[src/rtl/cu_pkg.sv]
// Shared encodings for control_unit_fsm: opcodes, FSM states, branch kinds and
// instruction field offsets (layout MSB first: OPC[4], FS[4], DA, AA, BA).
package cu_pkg;

  localparam logic [3:0] OP_NOP  = 4'd0;
  localparam logic [3:0] OP_ALU  = 4'd1;
  localparam logic [3:0] OP_ALUI = 4'd2;
  localparam logic [3:0] OP_LD   = 4'd3;
  localparam logic [3:0] OP_ST   = 4'd4;
  localparam logic [3:0] OP_BZ   = 4'd5;
  localparam logic [3:0] OP_BN   = 4'd6;
  localparam logic [3:0] OP_JMP  = 4'd7;
  localparam logic [3:0] OP_CALL = 4'd8;
  localparam logic [3:0] OP_RET  = 4'd9;
  localparam logic [3:0] OP_HALT = 4'd15;

  typedef enum logic [1:0] {
    S_FETCH = 2'd0,
    S_EXEC  = 2'd1,
    S_MEM   = 2'd2,
    S_HALT  = 2'd3
  } cu_state_e;

  typedef enum logic [2:0] {
    BR_NONE = 3'd0,
    BR_Z    = 3'd1,
    BR_N    = 3'd2,
    BR_JMP  = 3'd3,
    BR_CALL = 3'd4,
    BR_RET  = 3'd5
  } br_type_e;

  function automatic int inst_w(input int ra_w);  return 8 + 3 * ra_w; endfunction
  function automatic int ba_lsb(input int ra_w);  return 0 * ra_w;     endfunction
  function automatic int aa_lsb(input int ra_w);  return ra_w;         endfunction
  function automatic int da_lsb(input int ra_w);  return 2 * ra_w;     endfunction
  function automatic int fs_lsb(input int ra_w);  return 3 * ra_w;     endfunction
  function automatic int opc_lsb(input int ra_w); return 3 * ra_w + 4; endfunction

endpackage

[src/rtl/cu_decoder.sv]
// Combinational opcode decode: datapath strobes and branch kind from opcode + FSM state.
// CALL/RET decode only exists when CU_CALL_STACK_EN is defined.
module cu_decoder
  import cu_pkg::*;
(
  input  logic [3:0] opc_i,
  input  cu_state_e  state_i,
  input  logic       dack_i,
  output logic       mb_o,
  output logic       md_o,
  output logic       rw_o,
  output logic       mw_o,
  output logic       dreq_o,
  output logic       illegal_o,
  output br_type_e   br_o
);

  always_comb begin
    mb_o      = 1'b0;
    md_o      = 1'b0;
    rw_o      = 1'b0;
    mw_o      = 1'b0;
    dreq_o    = 1'b0;
    illegal_o = 1'b0;
    br_o      = BR_NONE;
    case (state_i)
      S_EXEC: begin
        case (opc_i)
          OP_NOP, OP_HALT: ;
          OP_ALU:  rw_o = 1'b1;
          OP_ALUI: begin rw_o = 1'b1; mb_o = 1'b1; end
          OP_LD:   begin dreq_o = 1'b1; md_o = 1'b1; end
          OP_ST:   begin dreq_o = 1'b1; mw_o = 1'b1; end
          OP_BZ:   br_o = BR_Z;
          OP_BN:   br_o = BR_N;
          OP_JMP:  br_o = BR_JMP;
`ifdef CU_CALL_STACK_EN
          OP_CALL: br_o = BR_CALL;
          OP_RET:  br_o = BR_RET;
`endif
          default: illegal_o = 1'b1;
        endcase
      end
      // MEM is only reachable from LD/ST; the write-back pulse lands on the DACK cycle
      S_MEM: begin
        dreq_o = 1'b1;
        if (opc_i == OP_LD) begin
          md_o = 1'b1;
          rw_o = dack_i;
        end else begin
          mw_o = 1'b1;
        end
      end
      default: ;
    endcase
  end

endmodule

[src/rtl/control_unit_fsm.sv]
// Multi-cycle control unit: FETCH/EXEC/MEM/HALT sequencer holding PC and IR.
// Define CU_CALL_STACK_EN to add CALL/RET with a STACK_DEPTH-entry return stack.
module control_unit_fsm
  import cu_pkg::*;
#(
  parameter int RA_W        = 2,
  parameter int PC_W        = 4,
  parameter int DATA_W      = 4,
  parameter int STACK_DEPTH = 4
)(
  input  logic                CLK,
  input  logic                RST_N,
  output logic                IREQ,
  input  logic                IACK,
  input  logic [8+3*RA_W-1:0] INST,
  output logic [PC_W-1:0]     PC,
  output logic                DREQ,
  input  logic                DACK,
  input  logic                Z,
  input  logic                N,
  input  logic [DATA_W-1:0]   A_BUS,
  output logic [RA_W-1:0]     DA,
  output logic [RA_W-1:0]     AA,
  output logic [RA_W-1:0]     BA,
  output logic                MB,
  output logic                MD,
  output logic                RW,
  output logic                MW,
  output logic [3:0]          FS,
  output logic [DATA_W-1:0]   CONSTANT,
  output logic                HALTED,
  output logic                ILLEGAL,
  output logic                STACK_ERR
);

  localparam int INST_W = inst_w(RA_W);
  localparam int OPC_L  = opc_lsb(RA_W);
  localparam int FS_L   = fs_lsb(RA_W);
  localparam int DA_L   = da_lsb(RA_W);
  localparam int AA_L   = aa_lsb(RA_W);
  localparam int BA_L   = ba_lsb(RA_W);

  cu_state_e         state_q;
  logic [PC_W-1:0]   pc_q;
  logic [INST_W-1:0] ir_q;
  logic              live_q;
  logic              in_ex;
  logic [3:0]        ir_opc, ir_fs;
  logic [RA_W-1:0]   ir_da, ir_aa, ir_ba;
  logic [31:0]       off_d;
  logic [PC_W-1:0]   br_tgt_d, stk_pc_d;
  br_type_e          br;
  logic              unused_bits;

  assign ir_opc = ir_q[OPC_L +: 4];
  assign ir_fs  = ir_q[FS_L +: 4];
  assign ir_da  = ir_q[DA_L +: RA_W];
  assign ir_aa  = ir_q[AA_L +: RA_W];
  assign ir_ba  = ir_q[BA_L +: RA_W];

  // {DA,BA} is a two's-complement offset relative to the already-incremented PC
  assign off_d    = {{(32-2*RA_W){ir_da[RA_W-1]}}, ir_da, ir_ba};
  assign br_tgt_d = pc_q + off_d[PC_W-1:0];

  cu_decoder u_dec (
    .opc_i     (ir_opc),
    .state_i   (state_q),
    .dack_i    (DACK),
    .mb_o      (MB),
    .md_o      (MD),
    .rw_o      (RW),
    .mw_o      (MW),
    .dreq_o    (DREQ),
    .illegal_o (ILLEGAL),
    .br_o      (br)
  );

  always_ff @(posedge CLK or negedge RST_N) begin
    if (!RST_N) begin
      state_q <= S_FETCH;
      pc_q    <= '0;
      ir_q    <= '0;
      live_q  <= 1'b0;
    end else begin
      live_q <= 1'b1;
      case (state_q)
        S_FETCH: begin
          if (IREQ && IACK) begin
            ir_q    <= INST;
            pc_q    <= pc_q + 1'b1;
            state_q <= S_EXEC;
          end
        end
        S_EXEC: begin
          if (ir_opc == OP_HALT) state_q <= S_HALT;
          else if (DREQ)         state_q <= S_MEM;
          else                   state_q <= S_FETCH;
          case (br)
            BR_Z:            if (Z) pc_q <= br_tgt_d;
            BR_N:            if (N) pc_q <= br_tgt_d;
            BR_JMP:          pc_q <= A_BUS[PC_W-1:0];
            BR_CALL, BR_RET: pc_q <= stk_pc_d;
            default: ;
          endcase
        end
        S_MEM: if (DACK) state_q <= S_FETCH;
        default: ;
      endcase
    end
  end

`ifdef CU_CALL_STACK_EN
  localparam int SP_W  = (STACK_DEPTH > 1) ? $clog2(STACK_DEPTH) : 1;
  localparam int CNT_W = $clog2(STACK_DEPTH + 1);

  logic [PC_W-1:0]  stk_q [STACK_DEPTH];
  logic [SP_W-1:0]  top_q, top_inc, top_dec;
  logic [CNT_W-1:0] cnt_q;
  logic             serr_q;
  logic [31:0]      call_tgt;
  logic             unused_stk;

  // top_q is the next free slot; when full it coincides with the oldest entry
  assign top_inc  = (top_q == SP_W'(STACK_DEPTH-1)) ? '0 : top_q + 1'b1;
  assign top_dec  = (top_q == '0) ? SP_W'(STACK_DEPTH-1) : top_q - 1'b1;
  assign call_tgt = 32'({ir_aa, ir_ba});
  assign stk_pc_d = (br == BR_CALL) ? call_tgt[PC_W-1:0] :
                    (cnt_q == '0)   ? '0 : stk_q[top_dec];

  always_ff @(posedge CLK or negedge RST_N) begin
    if (!RST_N) begin
      for (int i = 0; i < STACK_DEPTH; i++) stk_q[i] <= '0;
      top_q  <= '0;
      cnt_q  <= '0;
      serr_q <= 1'b0;
    end else if (br == BR_CALL) begin
      stk_q[top_q] <= pc_q;
      top_q        <= top_inc;
      if (cnt_q == CNT_W'(STACK_DEPTH)) serr_q <= 1'b1;
      else                              cnt_q  <= cnt_q + 1'b1;
    end else if (br == BR_RET) begin
      if (cnt_q == '0) begin
        serr_q <= 1'b1;
      end else begin
        top_q <= top_dec;
        cnt_q <= cnt_q - 1'b1;
      end
    end
  end

  assign STACK_ERR  = serr_q;
  assign unused_stk = ^call_tgt;
`else
  localparam int unused_depth = STACK_DEPTH;
  assign stk_pc_d  = '0;
  assign STACK_ERR = 1'b0;
`endif

  assign unused_bits = ^{A_BUS, off_d};

  assign in_ex    = (state_q == S_EXEC) || (state_q == S_MEM);
  assign DA       = in_ex ? ir_da : '0;
  assign AA       = in_ex ? ir_aa : '0;
  assign BA       = in_ex ? ir_ba : '0;
  assign FS       = in_ex ? ir_fs : '0;
  assign CONSTANT = in_ex ? DATA_W'(ir_ba) : '0;
  // live_q keeps IREQ low in the first cycle out of reset
  assign IREQ     = live_q && (state_q == S_FETCH);
  assign HALTED   = (state_q == S_HALT);
  assign PC       = pc_q;

endmodule

[config.mk]
export PLATFORM = sky130hd
export DESIGN_NAME = control_unit_fsm
export DESIGN_NICKNAME = d
export VERILOG_FILES = /design/src/rtl/cu_pkg.sv /design/src/rtl/cu_decoder.sv /design/src/rtl/control_unit_fsm.sv
export SDC_FILE = /design/constraint.sdc
export NUM_CORES = 1
export LEC_CHECK = 0
export ABC_AREA = 0
export CORE_MARGIN = 3
export CORE_UTILIZATION = 49
export CTS_BUF_LIST = sky130_fd_sc_hd__clkbuf_4 sky130_fd_sc_hd__clkbuf_8 sky130_fd_sc_hd__clkbuf_16
export DETAILED_ROUTE_END_ITERATION = 7
export HOLD_SLACK_MARGIN = 0.1
export PLACE_DENSITY_LB_ADDON = 0.3
export SLEW_MARGIN = 10
export SYNTH_ARGS = -nofsm -noshare
export SYNTH_HDL_FRONTEND = slang
export SYNTH_SLANG_ARGS = --single-unit
export TNS_END_PERCENT = 1
[constraint.sdc]
create_clock -name CLK -period 6.7 [get_ports CLK]
set_input_delay 1.34 -clock CLK [delete_from_list [all_inputs] [get_ports CLK]]
set_output_delay 1.34 -clock CLK [all_outputs]
set_load 0.02 [all_outputs]
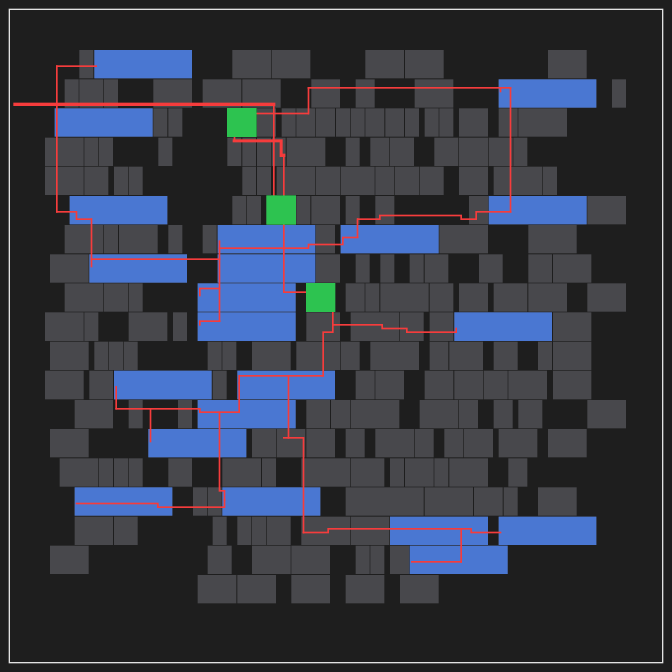
Run 1: clock wires, drivers and flops
[clock drivers] green | count: 3
[clock wires] red | length: 292 um
[flip-flops] blue | count: 21
flops lie: spread over the die

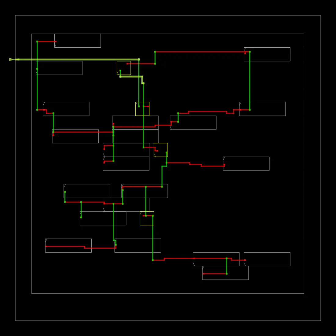
Run 1: clock wiring as the flow saved it
clock buffer instance count of the final layout: 4
clock sink total: 21

==> run notes, run 1 <==
• run status: finished, final reports clean
• Max clock buf depth: 2
• via/cell ratio: 5.434
• layout sequential cell count: 21
• PnR Total Power: 213.7 uW
• DR WL met3: 231 um
• sequential share of the synthesized area: 35.68%
• Setup crit end kind: primary output
• number of H-tree levels: 1
• clock transition at the registers of the reported paths: 0.12 ns
• DRT met1 WL: 1.557 mm
• tightest slew margin relative to the limit: 37.84%
• height of the chip: 60.82 um
• most frequent cell on the critical path: clkdlybuf4s50_1
• Internal: 166.2 uW
• share of the synthesized area in the top cell type: 35.68%
• critical path, cell by cell: clkdlybuf4s50_1 -> nand3_1 -> o21ai_0 -> nand2_1 -> a21oi_1 -> clkdlybuf4s50_1
• share of total power consumed by net switching: 22.24%
• final setup violating endpoints: 0
• clock tree from TritonCTS: yes
• met3 usage: 4.043%
• delay of the slowest critical-path stage: 0.62 ns
• RSZ-0062 raised after global routing: false
• buffers added on ports: 47
• part of the power in combinational logic: 8.4%
• Critical Path Slowest Stage Cell: clkdlybuf4s50_1
• yosys cell count: 183
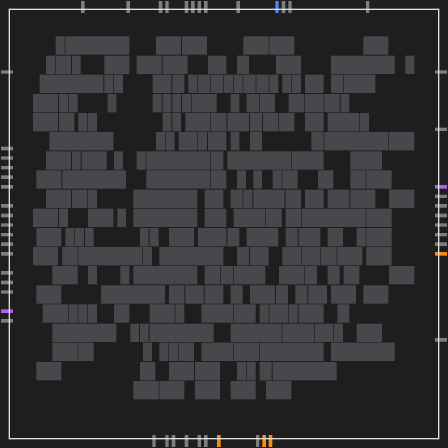
Run 1: ports around the boundary
Pins as bars across the die edge, other pins in grey.
| port | colour | pins | direction | edge |
|---|---|---|---|---|
| PC | orange | 4 | output | 3 south, 1 east |
| DACK | blue | 1 | input | north |
| BA | purple | 2 | output | 1 west, 1 east |
all pins by edge: 17 west, 13 north, 11 east, 10 south

==> run 1: synthesized netlist by cell type (2+ instances only) <==
master / n
clkbuf_1: 6
and2_1: 13
o21ai_0: 8
inv_1: 10
ha_1: 11
buf_2: 5
nand3_1: 8
xor2_1: 2
buf_4: 5
conb_1: 2
a31oi_1: 2
a21oi_1: 7
nor2b_1: 3
a211oi_1: 3
nand2b_1: 4
nand3b_1: 2
dfrtp_1: 21
nand2_1: 45
nor2_1: 4
==> run 1: worst paths after layout <==
path / from / end / cells past startpoint
min reg2reg: ir_q[3]$_DFFE_PN0P_ / ir_q[3]$_DFFE_PN0P_ / 2
max in group asynchronous: RST_N / ir_q[1]$_DFFE_PN0P_ / 1
max: DACK / RW / 6
min: ir_q[3]$_DFFE_PN0P_ / ir_q[3]$_DFFE_PN0P_ / 2
min in group asynchronous: RST_N / state_q[1]$_DFFE_PN0P_ / 1
max reg2reg: state_q[1]$_DFFE_PN0P_ / PC[0]$_DFFE_PN0P_ / 11
==> run 1: cell families (layout without fill, tap and decap cells) <==
family                     after synthesis  in the layout  synth area share (%)
xor gates and xnor gates                 2              2                 1.190
other                                    2              4                0.5100
adders and majority gates               12             12                 10.71
DFF                                     21             21                 35.68
buffers and inverters                   26             61                 8.326
muxes                                    2              2                 1.444
AOI/OAI and AO/OA                       30             30                 13.00
and+or+nand+nor                         88             88                 29.14
==> run 1: power groups by stage <==
stage	clock network, mW	logic [mW]	registers (mW)
after floorplan	0	0.00324	0.130
after global routing	0.0750	0.0194	0.127
after global placement	0	0.0180	0.130
after detailed placement	0	0.0181	0.130
after CTS	0.0696	0.0182	0.127
final	0.0684	0.0180	0.127
==> run 1: sequential cells by signal (all words and copies together), names as in the netlist <==
register	flops
PC	4
ir_q	14
live_q	1
state_q	2
Run 1, placed cells, one colour a class:
The bar under the picture is 20 um long.
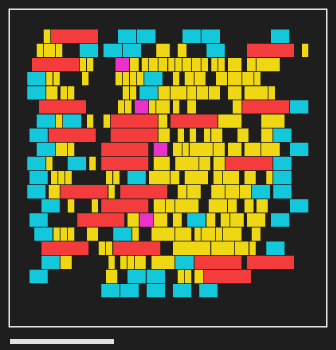

==> run 2: changes to the inputs <==
Settings changed: CORE_UTILIZATION 49 to 41.
Clock period 6.7 ns to 3.4 ns, I/O delays scaled along.
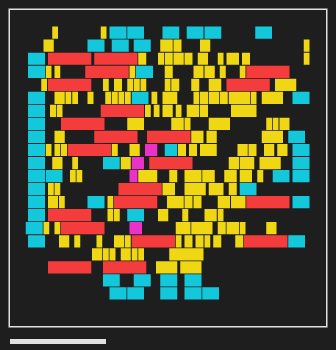
Run 2: placed cells, one colour a class
The bar under the picture is 20 um long.
| class | colour | cells | share of their area |
|---|---|---|---|
| sequential cells | red | 21 | 28% |
| clock drivers and dummy loads | magenta | 4 | 1.4% |
| remaining buffers and delay cells | cyan | 48 | 25% |
| combinational and other logic | yellow | 148 | 46% |

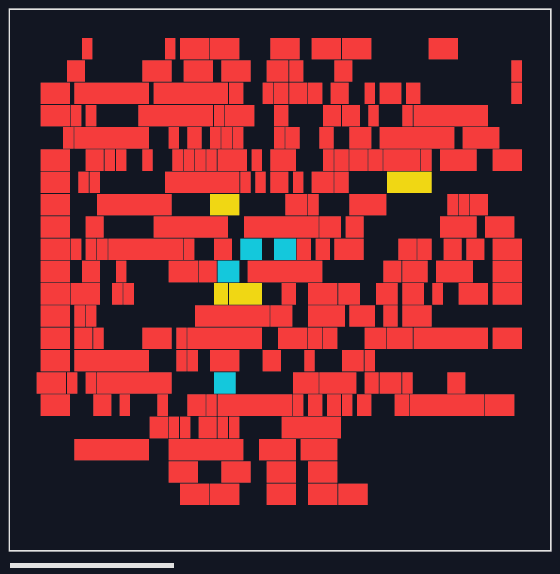
Run 2: cells by drive strength
The bar under the picture is 20 um long.
| size | colour | cells | share |
|---|---|---|---|
| _2 cells | yellow | 4 | 1.8% |
| _0 and _1 cells | red | 213 | 96% |
| _3 and _4 cells | cyan | 4 | 1.8% |

==> run 2 against run 1 <==
Effect of this change: non-clock buffer count grew 1; critical path type is now register to primary output; critical path depth grew 1; via count shrank 3.7%; worst hold slack gained 0.0038 ns; clock-buffer cell count shrank 1; clock power grew 77%; global-route usage shrank 3.2 points; setup slack lost 2.2 ns.
==> run notes, run 2 <==
• Fin Setup TNS: 0 ns
• met3 usage: 4.252%
• number of flip-flops under the largest register name: 14
• Routability Congestion: 0.8414
• met2 Use GR: 28.16%
• yosys cell count: 183
• sequential share of the synthesized area: 35.68%
• delay of the slowest critical-path stage: 0.62 ns
• register with the most flip-flops: ir_q
• DP HPWL: 2.579 mm
• Max clock buf depth: 2
• cell depth of the worst setup path: 7
• crit path launch: state_q[1]$_DFFE_PN0P_
• Leading power group: registers
• Worst R2R Path Depth: 11
• most instantiated cells after synthesis: nand2_1, dfrtp_1, and2_1
• most frequent cell on the critical path: inv_1
• most common cell in the synthesized netlist: nand2_1
• power consumed by combinational cells: 35.7 uW
• clock tree from TritonCTS: yes
• tightest slew margin relative to the limit: 36.41%
• final setup violating endpoints: 0
• PnR Total Power: 407.9 uW
• top fanout value on the critical path: 12
• Critical Path Slowest Stage Cell: clkdlybuf4s50_1
• startpoint of the tightest hold check path: ir_q[6]$_DFFE_PN0P_
• Internal: 317.6 uW
• run status: finished, final reports clean
• power attributed to sequential cells: 251 uW
• RSZ-0062 raised after global routing: false
• buffers added on ports: 47
• clock sink total: 21
• part of the power in combinational logic: 8.8%
• share of the synthesized area in the top cell type: 35.68%
• clock transition at the registers of the reported paths: 0.13 ns
• via/cell ratio: 4.921
• share of total power consumed by net switching: 22.14%
• Clock net power: 121 uW
[run 2: cell counts after synthesis]
No cell type changed its count.
[run 2: worst min-delay path by stage]
stage | endpoint | slack, ns | depth (start not counted)
after global routing | ir_q[8]$_DFFE_PN0P_ | 0.52 | 2
after floorplan | PC[0]$_DFFE_PN0P_ | 0.38 | 0
after global placement | ir_q[2]$_DFFE_PN0P_ | 0.45 | 2
after detailed placement | ir_q[8]$_DFFE_PN0P_ | 0.46 | 2
after CTS | ir_q[3]$_DFFE_PN0P_ | 0.50 | 2
final | ir_q[6]$_DFFE_PN0P_ | 0.49 | 2
[run 2: worst reg2reg max path: stages (launching register included)]
cell,delay (ns)
dfrtp_1,0.42
inv_1,0.11
ha_2,0.29
inv_1,0.22
nor2_1,0.22
nand3_1,0.15
inv_1,0.11
ha_1,0.35
nand2b_1,0.18
a31oi_1,0.13
a21o_1,0.22
mux2_2,0.27
[run 2: area by class of cell]
cell class                 instances  area share [%]
timing repair buffer              48           24.38
clock inverter                     1          0.2553
tap                               46           2.936
sequential                        21           26.80
clock buffer                       3           1.149
multi-input combinational        138           42.57
inverter                          10           1.914
[run 2: metrics by stage]
step,std cells,area [um^2]
6_report,267,1961
5_1_grt,267,1961
4_1_cts,267,1958
3_5_place_dp,263,1931
3_3_place_gp,263,1931
2_1_floorplan,185,1480
[run 2: kinds of logic after synthesis]
logic type      synth area share, %
compound gates                13.00
xor+xnor                      1.190
fa+ha+maj                     10.71
buf+inv                       8.326
flops                         35.68
mux                           1.444
other cells                  0.5100
simple gates                  29.14
[run 2: routing by layer]
layer / vias up / wire (um)
met2: 37 / 1600
met4: 0 / 15
li1: 673 / -
met1: 602 / 1626
met3: 2 / 189
met5: - / 0
Run 2, ports around the boundary:
Pins as bars across the die edge, other pins in grey.
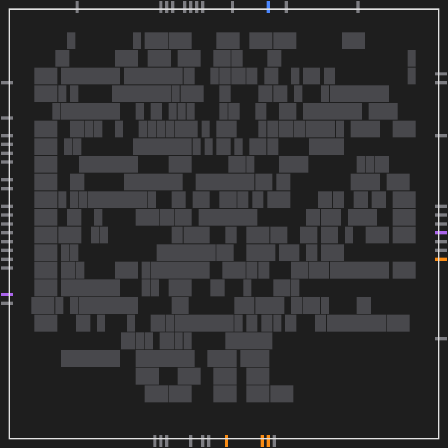

==> run 3: changes to the inputs <==
Settings changed: CORE_UTILIZATION 41 to 49.
Clock period 3.4 ns to 3.7 ns, I/O delays scaled along.
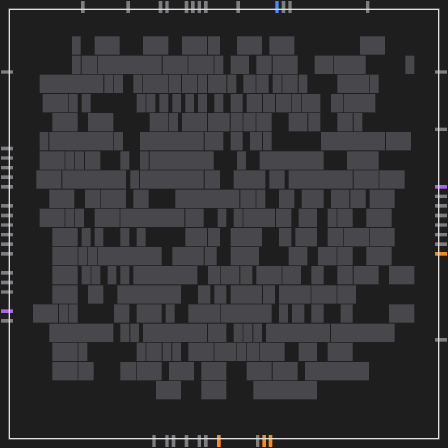
Run 3: ports around the boundary
Pins as bars across the die edge, other pins in grey.
| port | colour | pins | direction | edge |
|---|---|---|---|---|
| PC | orange | 4 | output | 3 south, 1 east |
| DACK | blue | 1 | input | north |
| BA | purple | 2 | output | 1 west, 1 east |
all pins by edge: 17 west, 13 north, 11 east, 10 south

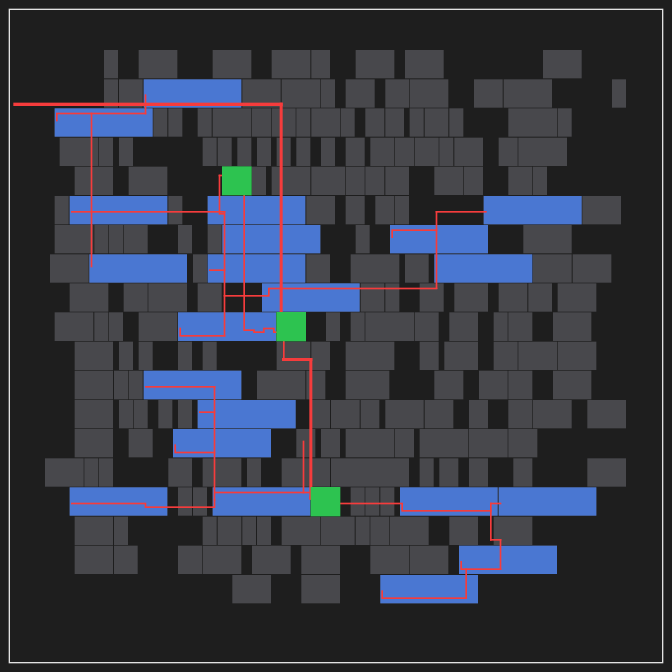
Run 3: clock wires, drivers and flops
[clock wires] red | length: 276 um
[flip-flops] blue | count: 21
[clock drivers] green | count: 3
routed clock nets: 4

==> run 3 against run 2 <==
Effect of this change: core utilization up 11 points; setup slack improved by 0.061 ns; clock skew is 0.0064 ns lower; die area down 15%; worst hold slack lost 0.0046 ns; critical path type unchanged; largest power group unchanged.
==> run notes, run 3 <==
• run status: finished, final reports clean
• # IOs: 51
• tightest slew margin relative to the limit: 36.46%
• slew at the pin with the worst max-slew slack: 0.9501 ns
• clock tree from TritonCTS: yes
• count of placed standard cells in the final layout, fillers left out: 252
• number of placed instances, taps included: 248
• clock transition at the registers of the reported paths: 0.12 ns
• yosys cell count: 183
• CP Data Arrival Time: 2.59 ns
• DP HPWL: 2.615 mm
• first-pass detailed-route iteration total: 4
• met2 routed wirelength: 1.739 mm
• height of the chip: 60.82 um
• Worst R2R Path Depth: 11
• top fanout value on the critical path: 12
• startpoint types: register
• DRT met1 WL: 1.498 mm
• RSZ-0062 raised after global routing: false
• via/cell ratio: 5.381
• number of flip-flops under the largest register name: 14
• buffers added on ports: 47
• Setup crit end kind: primary output
• share of the synthesized area in the top cell type: 35.68%
• met2 Use GR: 34.50%
• most common cell in the synthesized netlist: nand2_1
• most instantiated cells after synthesis: nand2_1, dfrtp_1, and2_1
• number of H-tree levels: 1
• final setup violating endpoints: 0
• placed instance area: 0.001912 mm^2
• max layer used: met4
• Max clock buf depth: 2
• Floorplan Core Area: 0.002805 mm^2
• DR WL met3: 213 um
• PnR Total Power: 377.5 uW
• Mean Syn Cell Area: 8.047 um^2
• post-layout instance area: 0.001939 mm^2
• clock sink total: 21
• met3 usage: 5.319%
• sequential share of the synthesized area: 35.68%
• static leakage power: 0.9188 nW
run 3: worst paths after layout:
kind	startpoint	to	slack, ns
max in group asynchronous	RST_N	ir_q[4]$_DFFE_PN0P_	2.18
worst min-delay path	ir_q[7]$_DFFE_PN0P_	ir_q[7]$_DFFE_PN0P_	0.49
worst max register to register	state_q[1]$_DFFE_PN0P_	PC[0]$_DFFE_PN0P_	0.80
worst min register to register	ir_q[7]$_DFFE_PN0P_	ir_q[7]$_DFFE_PN0P_	0.49
worst max-delay path	state_q[1]$_DFFE_PN0P_	MW	0.37
min in group asynchronous	RST_N	state_q[0]$_DFFE_PN0P_	0.94
run 3: critical path, cell delays in order (launching register included):
cell and delay (ns):
dfrtp_1 0.42, inv_1 0.10, ha_1 0.38, inv_1 0.28, nor4_1 0.21, o21ai_0 0.10
a21boi_0 0.16, clkdlybuf4s50_1 0.62
run 3: stage by stage:
| step | hold slack [ns] | worst slack [ns] |
|---|---|---|
| final | 0.4860 | 0.3747 |
| after global routing | 0.5168 | 0.1008 |
| after CTS | 0.4932 | 0.3516 |
| after detailed placement | 0.4642 | 0.7181 |
| after global placement | 0.4516 | 0.7655 |
| after floorplan | 0.4380 | 1.222 |
run 3: where the power goes:
part,switching (mW),total [mW],internal [mW]
logic,0.0111,0.0327,0.0216
clock network,0.0740,0.114,0.0404
registers,0.000423,0.230,0.230
total,0.0855,0.377,0.292
run 3: final cells by class:
type,instances,share of cell area [%]
multi-input cells,138,42.90
flip-flops and latches,21,27.10
repair buffers,48,24.65
well taps,31,2.000
inverters,10,1.935
clock buffers,3,1.161
clock inverters,1,0.2581
run 3: cell families after synthesis:
kind of cell	synth area share (%)
compound gates	13.00
xor+xnor	1.190
fa+ha+maj	10.71
buf+inv	8.326
flops	35.68
mux	1.444
other cells	0.5100
simple gates	29.14
No activity file was given, so power comes from the tool's default toggle rates.
